### src/rtl/sm_to_twos_serial_pkg.sv
// Shared types and elaboration helpers for the sign-magnitude to
// two's-complement digit-serial converter.
package sm_twos_pkg;

  typedef enum logic [1:0] {
    IDLE = 2'd0,
    BUSY = 2'd1,
    DONE = 2'd2
  } sm_state_t;

  // Number of digits processed per word.
  function automatic int num_digits(input int width, input int digit);
    return width / digit;
  endfunction

  // Digit counter width; never narrower than one bit so N == 1 still works.
  function automatic int cnt_width(input int width, input int digit);
    int n;
    n = width / digit;
    return (n > 2) ? $clog2(n) : 1;
  endfunction

  // Legal configuration: word of at least two bits, split into whole digits.
  function automatic bit cfg_ok(input int width, input int digit);
    return (width >= 2) && (digit >= 1) && (digit <= width) &&
           ((width % digit) == 0);
  endfunction

endpackage

### src/rtl/sm_to_twos_serial_if.sv
// Input and output valid/ready channels of the converter.
interface sm_to_twos_serial_if #(
  parameter int WIDTH = 32
);
  logic             in_valid;
  logic             in_ready;
  logic             in_sign;
  logic [WIDTH-1:0] in_mag;
  logic             out_valid;
  logic             out_ready;
  logic [WIDTH-1:0] out_data;
  logic             out_ovf;

  // Producer/consumer side (drives words in, accepts results).
  modport master (
    output in_valid, in_sign, in_mag, out_ready,
    input  in_ready, out_valid, out_data, out_ovf
  );

  // Converter side.
  modport slave (
    input  in_valid, in_sign, in_mag, out_ready,
    output in_ready, out_valid, out_data, out_ovf
  );
endinterface

### src/rtl/sm_to_twos_serial_cond_negate_digit.sv
// One digit of a carry-propagating conditional negation:
// neg=1 gives ~d + cin with carry-out, neg=0 passes d with no carry.
module cond_negate_digit #(
  parameter int DIGIT = 8
) (
  input  logic [DIGIT-1:0] d,
  input  logic             neg,
  input  logic             cin,
  output logic [DIGIT-1:0] r,
  output logic             cout
);

  logic [DIGIT:0] sum;

  // Invert-and-increment digit slice, bypassed when the word is positive.
  always_comb begin
    sum = {1'b0, ~d} + {{DIGIT{1'b0}}, cin};
    if (neg) begin
      r    = sum[DIGIT-1:0];
      cout = sum[DIGIT];
    end else begin
      r    = d;
      cout = 1'b0;
    end
  end

endmodule

### src/rtl/sm_to_twos_serial.sv
// Digit-serial sign-magnitude to two's-complement converter. A word is
// accepted in IDLE, negated DIGIT bits per cycle in BUSY (LSB digit first,
// results shifted in from the top), and held in DONE until consumed.
module sm_to_twos_serial
  import sm_twos_pkg::*;
#(
  parameter int WIDTH = 32,
  parameter int DIGIT = 8
) (
  input logic                clk,
  input logic                rst,
  sm_to_twos_serial_if.slave bus
);

  localparam int N  = num_digits(WIDTH, DIGIT);
  localparam int CW = cnt_width(WIDTH, DIGIT);

  if (!cfg_ok(WIDTH, DIGIT)) begin : g_bad_cfg
    $error("sm_to_twos_serial: WIDTH must be >= 2 and a multiple of DIGIT");
  end

  sm_state_t        state_q, state_d;
  logic [CW-1:0]    cnt_q, cnt_d;
  logic [WIDTH-1:0] shreg_q, shreg_d;
  logic             carry_q, carry_d;
  logic             sign_q, sign_d;
  logic             ovf_q, ovf_d;

  logic             accept;
  logic             mag_ovf;
  logic [DIGIT-1:0] digit_r;
  logic             digit_cout;
  logic [WIDTH-1:0] shifted;

  // in_ready depends only on state and reset, never on in_valid.
  assign bus.in_ready  = (state_q == IDLE) && !rst;
  assign accept        = bus.in_valid && bus.in_ready;
  assign bus.out_valid = (state_q == DONE);
  assign bus.out_data  = shreg_q;
  assign bus.out_ovf   = ovf_q;

  // Positive magnitudes need the top bit clear; negative ones may reach -2^(W-1).
  assign mag_ovf = bus.in_sign ? (bus.in_mag[WIDTH-1] && (|bus.in_mag[WIDTH-2:0]))
                               :  bus.in_mag[WIDTH-1];

  cond_negate_digit #(.DIGIT(DIGIT)) u_digit (
    .d    (shreg_q[DIGIT-1:0]),
    .neg  (sign_q),
    .cin  (carry_q),
    .r    (digit_r),
    .cout (digit_cout)
  );

  if (N == 1) begin : g_single
    assign shifted = digit_r;
  end else begin : g_multi
    assign shifted = {digit_r, shreg_q[WIDTH-1:DIGIT]};
  end

  // Next-state and datapath update for the IDLE/BUSY/DONE sequence.
  always_comb begin
    // NOTE: every target takes its held value first so no path leaves it unassigned (no latch).
    state_d = state_q;
    cnt_d   = cnt_q;
    shreg_d = shreg_q;
    carry_d = carry_q;
    sign_d  = sign_q;
    ovf_d   = ovf_q;
    case (state_q)
      IDLE: begin
        if (accept) begin
          shreg_d = bus.in_mag;
          sign_d  = bus.in_sign;
          carry_d = bus.in_sign;
          cnt_d   = '0;
          ovf_d   = mag_ovf;
          state_d = BUSY;
        end
      end
      BUSY: begin
        shreg_d = shifted;
        carry_d = digit_cout;
        cnt_d   = cnt_q + 1'b1;
        if (cnt_q == CW'(N - 1)) state_d = DONE;
      end
      DONE: begin
        if (bus.out_ready) state_d = IDLE;
      end
      default: state_d = IDLE;
    endcase
  end

  // State and datapath registers with synchronous reset.
  always_ff @(posedge clk) begin
    if (rst) begin
      state_q <= IDLE;
      cnt_q   <= '0;
      // NOTE: the shift register is reset too, because it drives out_data directly.
      shreg_q <= '0;
      carry_q <= 1'b0;
      sign_q  <= 1'b0;
      ovf_q   <= 1'b0;
    end else begin
      // NOTE: non-blocking assignments so every register samples pre-edge values.
      state_q <= state_d;
      cnt_q   <= cnt_d;
      shreg_q <= shreg_d;
      carry_q <= carry_d;
      sign_q  <= sign_d;
      ovf_q   <= ovf_d;
    end
  end

endmodule

### src/flat_wrapper.sv
// flat-port wrapper written by rule: the top's interface ports become plain ports
module sm_to_twos_serial_flat import sm_twos_pkg::*;
#(
  parameter int WIDTH = 32,
  parameter int DIGIT = 8
)
  (clk, rst, bus_in_valid, bus_in_sign, bus_in_mag, bus_out_ready, bus_in_ready, bus_out_valid, bus_out_data, bus_out_ovf);
  sm_to_twos_serial_if #(.WIDTH(WIDTH)) bus_i ();
  input logic clk;
  input logic rst;
  input wire logic [$bits(bus_i.in_valid)-1:0] bus_in_valid;
  input wire logic [$bits(bus_i.in_sign)-1:0] bus_in_sign;
  input wire logic [$bits(bus_i.in_mag)-1:0] bus_in_mag;
  input wire logic [$bits(bus_i.out_ready)-1:0] bus_out_ready;
  output wire logic [$bits(bus_i.in_ready)-1:0] bus_in_ready;
  output wire logic [$bits(bus_i.out_valid)-1:0] bus_out_valid;
  output wire logic [$bits(bus_i.out_data)-1:0] bus_out_data;
  output wire logic [$bits(bus_i.out_ovf)-1:0] bus_out_ovf;
  assign bus_i.in_valid = bus_in_valid;
  assign bus_i.in_sign = bus_in_sign;
  assign bus_i.in_mag = bus_in_mag;
  assign bus_i.out_ready = bus_out_ready;
  assign bus_in_ready = bus_i.in_ready;
  assign bus_out_valid = bus_i.out_valid;
  assign bus_out_data = bus_i.out_data;
  assign bus_out_ovf = bus_i.out_ovf;
  sm_to_twos_serial #(.WIDTH(WIDTH), .DIGIT(DIGIT)) u_core (.clk(clk), .rst(rst), .bus(bus_i));
endmodule
### config.mk
export PLATFORM = sky130hd
export DESIGN_NAME = sm_to_twos_serial_flat
export DESIGN_NICKNAME = d
export VERILOG_FILES = /design/src/rtl/sm_to_twos_serial_pkg.sv /design/src/rtl/sm_to_twos_serial_if.sv /design/src/rtl/sm_to_twos_serial_cond_negate_digit.sv /design/src/rtl/sm_to_twos_serial.sv /design/src/flat_wrapper.sv
export SDC_FILE = /design/constraint.sdc
export NUM_CORES = 1
export LEC_CHECK = 0
export ABC_AREA = 1
export ABC_CLOCK_PERIOD_IN_PS = 1300
export CAP_MARGIN = 0
export CORE_UTILIZATION = 42
export DETAILED_ROUTE_END_ITERATION = 10
export HOLD_SLACK_MARGIN = 0.03
export PLACE_DENSITY_LB_ADDON = 0.08
export SYNTH_ARGS = -nofsm -noshare
export SYNTH_HDL_FRONTEND = slang
export SYNTH_HIERARCHICAL = 1
export SYNTH_SLANG_ARGS = --single-unit
### constraint.sdc
create_clock -name clk -period 1.3 [get_ports clk]
set_input_delay 0.325 -clock clk [delete_from_list [all_inputs] [get_ports clk]]
set_output_delay 0.325 -clock clk [all_outputs]
set_load 0.02 [all_outputs]
==> summary.txt <==
The implementation run finished. STA lists the endpoint of the worst register-to-register path as u_core/bus.out_data[14]. The first global-routing pass estimated 10800 um of wire. The final reports fail on setup timing. Routed signal wires occupy layers up through met4. After synthesis, the share of flip-flops with an asynchronous set or reset is 0%. Counting I/O delays and the setup requirement, the final critical path takes 1.40 ns. STA reports the tightest min-delay check as being of type flop to flop. The tree is rooted in a clkbuf_8.

The average instance in the mapped netlist occupies 6.32 sq um. Area growth from synthesis to layout landed at 82.5%. The launch point of the worst min-delay path is recorded as u_core/bus.out_ovf. Global routing consumed, on the met1 layer, 32.0% of the routing resources. Adder and majority gate portion of the synthesized area landed at 1.69%. Endpoints with negative setup slack in the final report add up to 35. After detailed routing, the met2 layer carries 4220 um of wire. Detailed routing inserted a total of roughly 2900 vias. The final antenna diode tally reported by the flow is 0. Fraction of layout cells with a size suffix above 1 landed at 40.5%. The congestion estimate from routability-driven global placement came to 0.898. Cells fill 79.4% of the core in the end.

Sorting the synthesized cells by how often they occur yields nand2_1, inv_1, nor2_1, o21ai_0, dfxtp_1. Multiplexer fraction of the synthesized cell area landed at 0%. Total number of nets in the final design landed at 525.

Across all register-to-register paths, the minimum setup slack is -0.10 ns. The total area inside the core boundary comes to between 0.005 and 0.006 sq mm. Looking at the group totals, the largest power group turns out to be combinational cells. Hold-check failures listed in the final report amount to 0.

In this run the most used layer during global routing was met2. Total power divided by cell area landed at between 900 and 1000 mW/mm^2. Combined buffer and inverter count along the critical path landed at 4.

Per the timing report, the biggest fanout along the worst path comes to 7. Sum of routed wire length over all layers landed at 8430 um. Setup repair after global routing could not meet its margin everywhere.

Post-CTS setup buffer count landed at 5. Buffers inserted to repair hold after CTS numbered 0. For this run, global-route usage on met3 was measured as a little under 5%. OpenSTA lists the critical path endpoint as u_core/bus.out_data[14]. DRC marker count from the first detailed-route iteration landed at ~220. Maximum ir drop on the vdd rail landed at around 0.00055 V. The run finished, with violations left. Residual DRC count landed at 0. The critical path in this run is classified as flop to flop. For reference, compound AND-OR and OR-AND cells occupy between 10% and 20% of the area reported after synthesis. Number of antenna violations at the first check in global routing landed at 0.

The worst register-to-register path has a depth of 8. The die covers roughly 0.0056 sq mm. Traced cell by cell, the critical path runs through buf_6, nor2_4, inv_2, nand2_4, clkinv_8, buf_12, o21ai_4, a21oi_2. TritonCTS built the clock tree. Warnings raised by the tools during the run amount to 29. Number of max-slew violations in the final report landed at 0. After synthesis the netlist holds a flip-flop and latch count of 39. Number of max-capacitance violations reported landed at 0. Overall power landed at 0.00393 W. The required time at the worst endpoint is listed as 1.49 ns. The top cell types in the final layout, fill and taps aside, are nand2_1, buf_4, inv_1, clkdlybuf4s50_1, nor2_1. Looking at the reg2reg group, the worst path starts from u_core/state_q[1]. Number of fill cells in the layout landed at 337. Among all flip-flop cells after synthesis, the most frequent one is dfxtp_1. Looking at the critical path, the single cell with the biggest stage delay is dfxtp_2. The pre-antenna-repair detailed-routing pass consisted of 5 iterations.

The internal power of the cells totals 0.00252 W. Registers are responsible for 36.1% of the overall power. Among the non-sequential cells, simple AND/OR/NAND/NOR gates take the most area. Floorplan core density landed at ~44%. Hold analysis lists the worst path endpoint as u_core/bus.out_ovf. Met2 track demand over resource in global routing landed at 44.6%. Yosys stat cell total landed at 352.

Setup slack on the critical path of the routed design comes to -0.101 ns. Per the CTS log, the buffer count on the longest clock path is 2. For reference, XOR and XNOR gates occupy between 1 and 1.5% of the area reported after synthesis. Chip width landed at ~75 um. The main area contributors are dfxtp_1, nand2_1, o21ai_0. The flow reports an fmax of ~710 MHz.

The warning tally printed by Yosys for this design is 6.
## through the flow
step           cell area (sq um)  worst slack, ns
2_1_floorplan               2230           0.0147
3_3_place_gp                3360           -0.524
3_5_place_dp                3360           -0.533
4_1_cts                     3580          -0.0604
5_1_grt                     4060           -0.150
6_report                    4060           -0.101
## cell type report
cell class | instances | area [sq um] | share of cell area [%]
sequential | 39 | 793 | 19.5
timing repair inverter | 1 | 8.76 | 0.216
clock inverter | 2 | 12.5 | 0.308
multi-input combinational | 240 | 1430 | 35.2
tap | 70 | 87.6 | 2.16
clock buffer | 6 | 72.6 | 1.79
timing repair buffer | 141 | 1430 | 35.1
inverter | 57 | 229 | 5.64
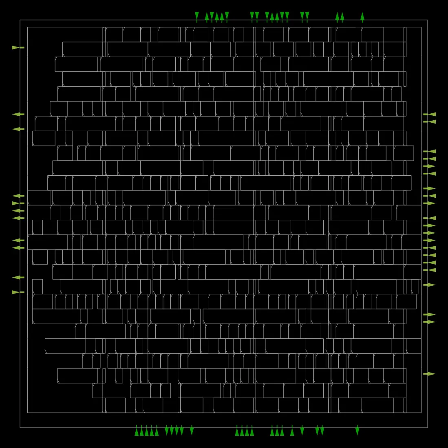
*Placed standard cells*
register share of the cell area: 19.5%
Flops: 39
final instance count without filler cells: 556

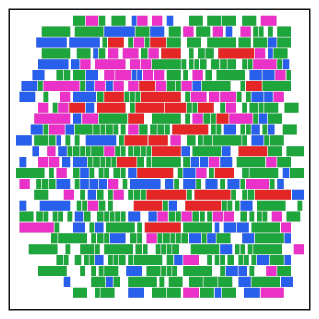
*Cells by drive strength*
(4 px per um)
Key: _0 and _1 cells = green [cells 289, share 59%]; _3 and _4 cells = magenta [cells 71, share 15%]; _6 and larger = red [cells 29, share 6.0%]; _2 cells = blue [cells 97, share 20%]

No activity file was given, so power comes from the tool's default toggle rates.
